Design fibo_seq_gen, sky130hd; sources not shown.
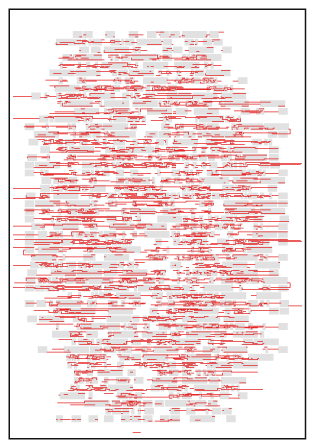
*Metal 1, run 1*
share of all routed wire = 43%
nets with wire on the layer = 851
longest straight run = 24.8 µm
M1 GR Usage: 0.252
Total Wirelength: 16100 µm
via count: 5730

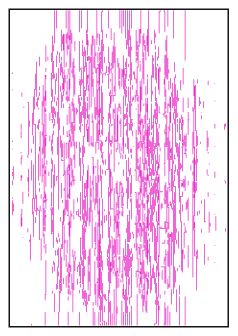
*Signal wires on met2, run 1*
share of all routed wire = 52%
longest straight run = 67.7 µm
wire length on this layer = 8340 µm
nets with wire on the layer = 766
GR Util met2: 0.372

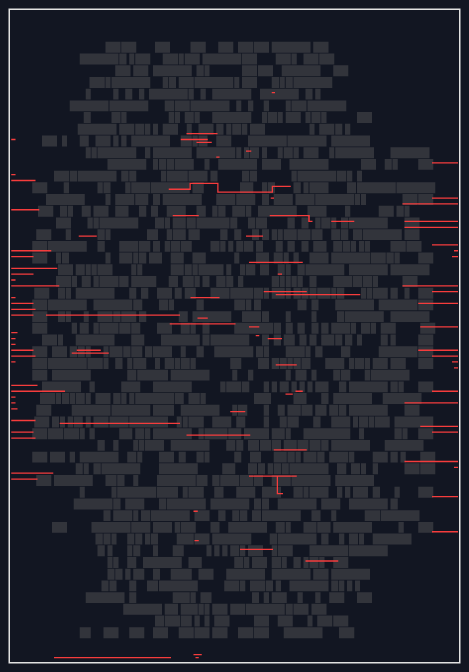
*M3 wires, run 1*
longest straight run = 30.8 µm
main direction = horizontal
grt met3 use: 0.0322

==> reports/qor.txt, run 1 <==
CP endpoint kind: flip-flop
# diodes: 0
Core Footprint: 13000 µm²
postcts setup bufs: 0
synth warn: 0
Post-synth ARST share: 1.00
final non-filler cell total: 1018
Max Cap Viol: 0
min Tclk post-route: 3360 ps
Clock Sinks: 106
clk_skew: 6.71 ps
Max clock buf depth: 2
Die Span X: 104 µm
syn_nets: 885
htree depth: 3
Reg2Reg Setup Slack: 1240 ps
wire per inst: 15.9 µm
setup TNS: 0 ps
CTS-repair resized insts: 0
CP Launch Type: flip-flop
status: completed
Ports: 111
initial antenna violation count: 0
Final Setup Violations: 0
setup repair after global routing missed its margin: false
EDFF count, synth: 0
# DRC: 0
TritonCTS Buffers: 9
placed insts: 1002
final worst path period share: 0.731
IO buf count: 110
VDD IR max: 0.282 mV
pin count of the biggest net entering global routing: 77
layout cells sized above 1: 0.0501
tool warnings: 28
Crit Path Max Fanout: 61
cts hold-fix bufs: 0
Avg Synthesized Cell Area: 8.45 µm²
Syn Inst Count: 774
Chip Area, Yosys: 6540 µm²
Worst path max stage delay: 450 ps
Yosys Instances: 774
Post-Route Utilization: 0.615
first-pass GRT wire length: 27300 µm
initial DRC count: 232
WHS: 477 ps
CTS tree: built
slew margin rel.: 0.280
Hold Fails Final Rpt: 0
clock root cell: clkbuf_16
CP cell instances: or3_1 > nor4_2 > a2111o_1 > buf_4 > inv_2 > buf_4 > and3_1 > a21oi_1 > o21ai_0
Distinct cells, synth: 58
DR vias/cell: 5.63
clock latency on the worst-skew pair: 340 ps
Syn-to-layout area delta: 22.5%
Hold WC Path Type: flip-flop to flip-flop
GR Util All Layers: 0.207
Primary FF master, synth: dfrtp_1
crit path DAT: 3570 ps
Seq share, synth: 0.406
pwr/cell area: 673 nW/µm²
total die size: 15800 µm²
nets@finish: 965
Critical Path Most Common Cell: buf_4
max-slew violations: 0
R2R cell count: 9
starting density of the core: 0.502
Congestion Overflow GR: 0
dominant logic cell types in the final layout: nand2_1 (146), clkdlybuf4s50_1 (109), dfrtp_1 (106)
RD Place Congestion: 0.894
row count: 51
vias in the first global route: 5740
Leak Pwr: 3.63 nW
Setup WS post-layout: 1240 ps
WS Path Type: flip-flop to flip-flop
ANT nets after route: 0
clk slew on worst S/H paths: 70 ps
DIE HEIGHT: 151 µm
Slew @ Worst Pin: 1080 ps
hpwl dp: 11500 µm
Netlist Area Pre-Place: 6540 µm²
Setup Slack @ Placement: 1110 ps
first drt pass iteration count: 5
Max Fclk: 297 MHz
Synthesized registers: 106
CP max-delay cell: or3_1
Critical Path RT: 4810 ps
Hold Path Stages: 2
==> run 1: cell families after synthesis <==
group | after synthesis | share of synthesized area
AND/OR/NAND/NOR | 284 | 0.186
AND-OR/OR-AND | 234 | 0.216
flip-flops | 106 | 0.406
buffers and inverters | 54 | 0.0350
adder cells (fa/ha/maj) | 36 | 0.0700
multiplexers | 33 | 0.0507
XOR/XNOR | 27 | 0.0373
==> run 1: per-stage QoR <==
| step | instance area, µm² | total power, W |
|---|---|---|
| finish | 8010 | 0.00539 |
| global route | 8010 | 0.00588 |
| CTS | 8010 | 0.00541 |
| detailed placement | 7690 | 0.00458 |
| global placement | 7690 | 0.00454 |
| floorplan | 6540 | 0.00374 |
==> run 1: cell usage after synthesis, types with 2 or more instances <==
master / instances / area [µm²]
a21oi_2: 2 / 17.5
a21oi_1: 68 / 340
nor2b_1: 5 / 31.3
mux2i_1: 32 / 320
xor2_1: 15 / 131
nand3_1: 4 / 20.0
a22oi_1: 2 / 15.0
nor2_1: 80 / 300
buf_2: 15 / 75.1
nand4_1: 9 / 56.3
xnor2_1: 11 / 96.3
nor3_1: 9 / 45.0
o21ai_0: 76 / 380
o211ai_1: 2 / 15.0
nand3b_1: 3 / 22.5
nand2b_1: 2 / 12.5
dfrtp_1: 106 / 2650
nand2_1: 148 / 556
ha_1: 35 / 438
or3_1: 6 / 37.5
o22ai_1: 6 / 37.5
a31oi_1: 40 / 250
and3_1: 11 / 68.8
o21ai_1: 3 / 15.0
inv_1: 8 / 30.0
a21o_1: 16 / 120
clkbuf_1: 29 / 109
==> run 1: layout make-up <==
type | instances | area [µm²]
fill | 1176 | 5010
inverter | 8 | 30.0
sequential | 106 | 2650
multi-input combinational | 614 | 3680
tap | 159 | 199
timing repair buffer | 115 | 1140
clock buffer | 13 | 270
clock inverter | 3 | 46.3
==> run 1: per-layer routing <==
layer / routed length [µm] / part of all wire / global-route usage
met1: 6870 / 0.43 / 0.252
met2: 8340 / 0.52 / 0.372
met3: 612 / 0.038 / 0.0322
met4: 325 / 0.020 / 0.0693
met5: 0 / 0 / 0
==> run 1: where the power goes <==
| group | leakage (nW) | switching [W] | internal [W] |
|---|---|---|---|
| logic | 2.21 | 0.00162 | 0.00136 |
| registers | 1.28 | 0.000310 | 0.00128 |
| clock network | 0.152 | 0.000346 | 0.000469 |
==> run 1: worst max-delay path, delay by kind of cell (launching register included) <==
kind / cells / cell delay, ps
buf+inv: 3 / 1220
simple gates: 3 / 1100
compound gates: 3 / 420
flops: 1 / 410
### Metal 4, run 1

The bar under the picture is 20 µm long.
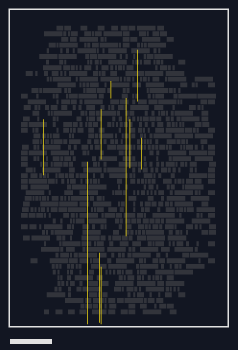

## Run 2: what changed since run 1
PLACE_DENSITY = 0.81   (was 0.78)
clock period = 3 ns   (was 4.6 ns; I/O delays follow)
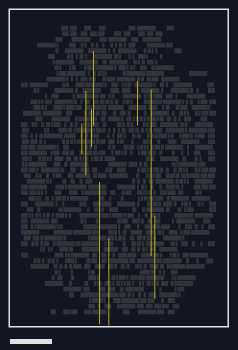
*Metal 4, run 2*
The bar under the picture is 20 µm long.
wire length on this layer = 357 µm
nets with wire on the layer = 8
longest straight run = 79.6 µm
via count: 5865
Total Wirelength: 16800 µm

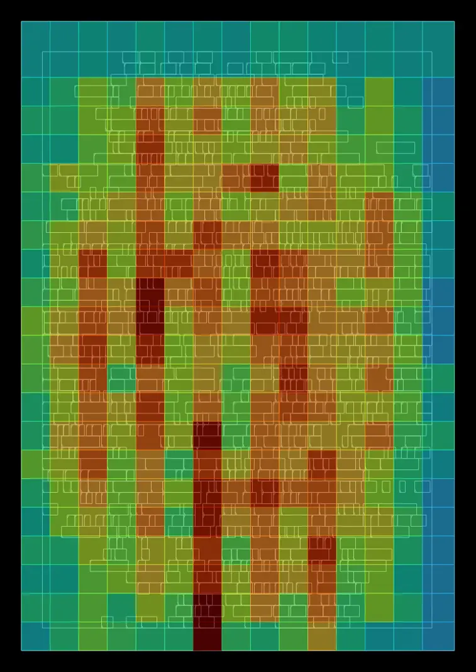
*Track usage over the die, run 2*
GR peak layer: met2
GR Util met2: 0.387

==> reports/qor.txt, run 2 <==
status: completed
Post-Route Utilization: 0.624 (+0.00817)
Worst path depth: 10 (+1)
Die Span X: 104 µm (unchanged)
Syn Inst Count: 774 (unchanged)
crit path DAT: 3020 ps (-550 ps)
pin count of the biggest net entering global routing: 77 (unchanged)
Yosys Instances: 774 (unchanged)
CP cell instances: ha_1 > fa_1 > a21o_1 > a221o_1 > nand3_2 > o31ai_2 > a211oi_2 > o21ai_2 > a2111oi_2 > nor2_1
total die size: 15800 µm² (unchanged)
Core Footprint: 13000 µm² (unchanged)
TritonCTS Buffers: 9 (unchanged)
Max Cap Viol: 0 (unchanged)
Max Fclk: 358 MHz (+20%)
most frequent cell after synthesis: nand2_1
clock root cell: clkbuf_16
vias in the first global route: 5828 (+1.5%)
Slew @ Worst Pin: 788 ps (-288 ps)
Synthesized registers: 106 (unchanged)
CP max-delay cell: fa_1
Clock Sinks: 106 (unchanged)
starting density of the core: 0.502 (unchanged)
Leak Pwr: 3.68 nW (+1.2%)
clk_skew: 8.06 ps (+1.35 ps)
Avg Synthesized Cell Area: 8.45 µm² (unchanged)
Commonest cells post-synth: nand2_1 (148), dfrtp_1 (106), nor2_1 (80)
clock latency on the worst-skew pair: 350 ps (about the same)
R2R cell count: 10 (+1)
Seq share, synth: 0.406 (unchanged)
VDD IR max: 0.447 mV (+59%)
crit path buf inv count: 0 (-3)
Max clock buf depth: 2 (unchanged)
Worst path max stage delay: 410 ps (-40 ps)
Post-synth ARST share: 1.00 (unchanged)
min Tclk post-route: 2800 ps (-566 ps)
# diodes: 0 (unchanged)
Sw Share: 0.422 (-0.000436)
clk slew on worst S/H paths: 70 ps (about the same)
initial DRC count: 215 (-7.3%)
synth warn: 0 (unchanged)
largest area contributor in the netlist: dfrtp_1
RD Place Congestion: 0.930 (+4.0%)
Syn-to-layout area delta: 24.2%
Hold Fails Final Rpt: 0 (unchanged)
CP endpoint kind: flip-flop
Ports: 111 (unchanged)
pwr/cell area: 1030 nW/µm² (+54%)
final worst path period share: 0.932 (+0.201)
Clk pwr share: 0.156 (+0.005)
sequential power share: 0.291 (-0.005)
Primary FF master, synth: dfrtp_1
postcts setup bufs: 0 (unchanged)
CP top delay family: AND-OR/OR-AND gates
synth top area cells: dfrtp_1 (41%), nand2_1 (8.5%), ha_1 (6.7%)
Netlist Area Pre-Place: 6540 µm² (unchanged)
ANT nets after route: 0 (unchanged)
# DRC: 0 (unchanged)
Crit Path Max Fanout: 4 (-93%)
WS Path Type: flip-flop to flip-flop
first-pass GRT wire length: 27800 µm (+2.2%)
htree depth: 3 (unchanged)
layout cells sized above 1: 0.0611 (+0.0110)
DIE HEIGHT: 151 µm (unchanged)
GR Util All Layers: 0.214 (+0.00707)
IO buf count: 110 (unchanged)
nets@finish: 975 (+1.0%)
slew margin rel.: 0.475 (+0.194)
Pint: 0.00485 W (+56%)
first drt pass iteration count: 4 (-1)
Area leader share: 0.406 (unchanged)
Critical Path RT: 3230 ps (-1580 ps)
Final Setup Violations: 0 (unchanged)
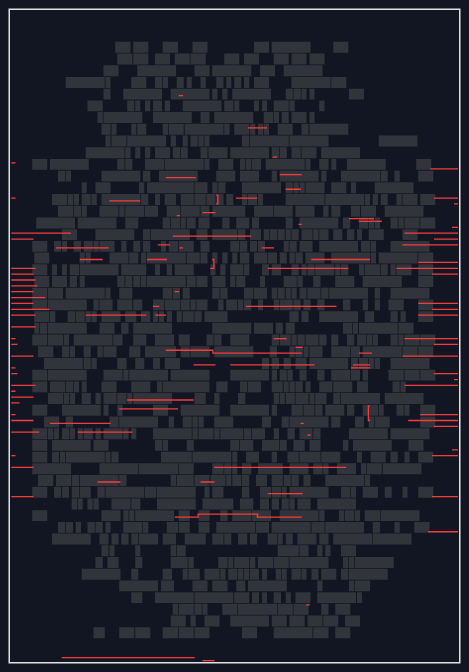
*M3 wires, run 2*
main direction = horizontal
longest straight run = 30.6 µm
share of all routed wire = 4.2%
nets with wire on the layer = 89
grt met3 use: 0.0259

-- run 2: cell counts after synthesis --
Identical to the previous run, type by type.
-- run 2: final cells by class --
type	count	area, µm²
Multi-Input combinational cell	614	3670
Clock buffer	11	253
Inverter	8	30.0
Clock inverter	4	75.1
Sequential cell	106	2650
Tap cell	159	199
Fill cell	1152	4900
Timing Repair Buffer	125	1240
-- run 2: power by group through the flow --
stage | Clock [W] | Combinational, W | Sequential (W)
2_1_floorplan | 0 | 0.00336 | 0.00237
3_3_place_gp | 0 | 0.00452 | 0.00244
3_5_place_dp | 0 | 0.00461 | 0.00247
4_1_cts | 0.00133 | 0.00465 | 0.00244
5_1_grt | 0.00137 | 0.00519 | 0.00253
6_report | 0.00131 | 0.00464 | 0.00244
-- run 2: stage by stage --
stage,hold WS (ps),total power [W],instances,worst slack [ps]
final,52.6,0.00839,1027,203
after global routing,90.8,0.00909,1027,37.4
after CTS,68.4,0.00842,1027,170
after detailed placement,440,0.00707,1012,180
after global placement,436,0.00696,1012,285
after floorplan,154,0.00573,774,431
-- run 2: routing by layer --
layer | track usage | share of wire | vias to the layer above
met5 | 0 | 0 | -
met4 | 0.0849 | 0.021 | 0
met3 | 0.0259 | 0.042 | 22
met2 | 0.387 | 0.53 | 148
met1 | 0.258 | 0.41 | 2788
li1 | - | - | 2907
-- run 2: cell families (layout without fill, tap and decap cells) --
family | count (synthesis) | in the layout | synth area share
muxes | 33 | 33 | 0.0507
and+or+nand+nor | 284 | 284 | 0.186
xor gates and xnor gates | 27 | 27 | 0.0373
adders and majority gates | 36 | 36 | 0.0700
buffers and inverters | 54 | 148 | 0.0350
AOI/OAI and AO/OA | 234 | 234 | 0.216
DFF | 106 | 106 | 0.406
Power is estimated from default activity; no workload was simulated.
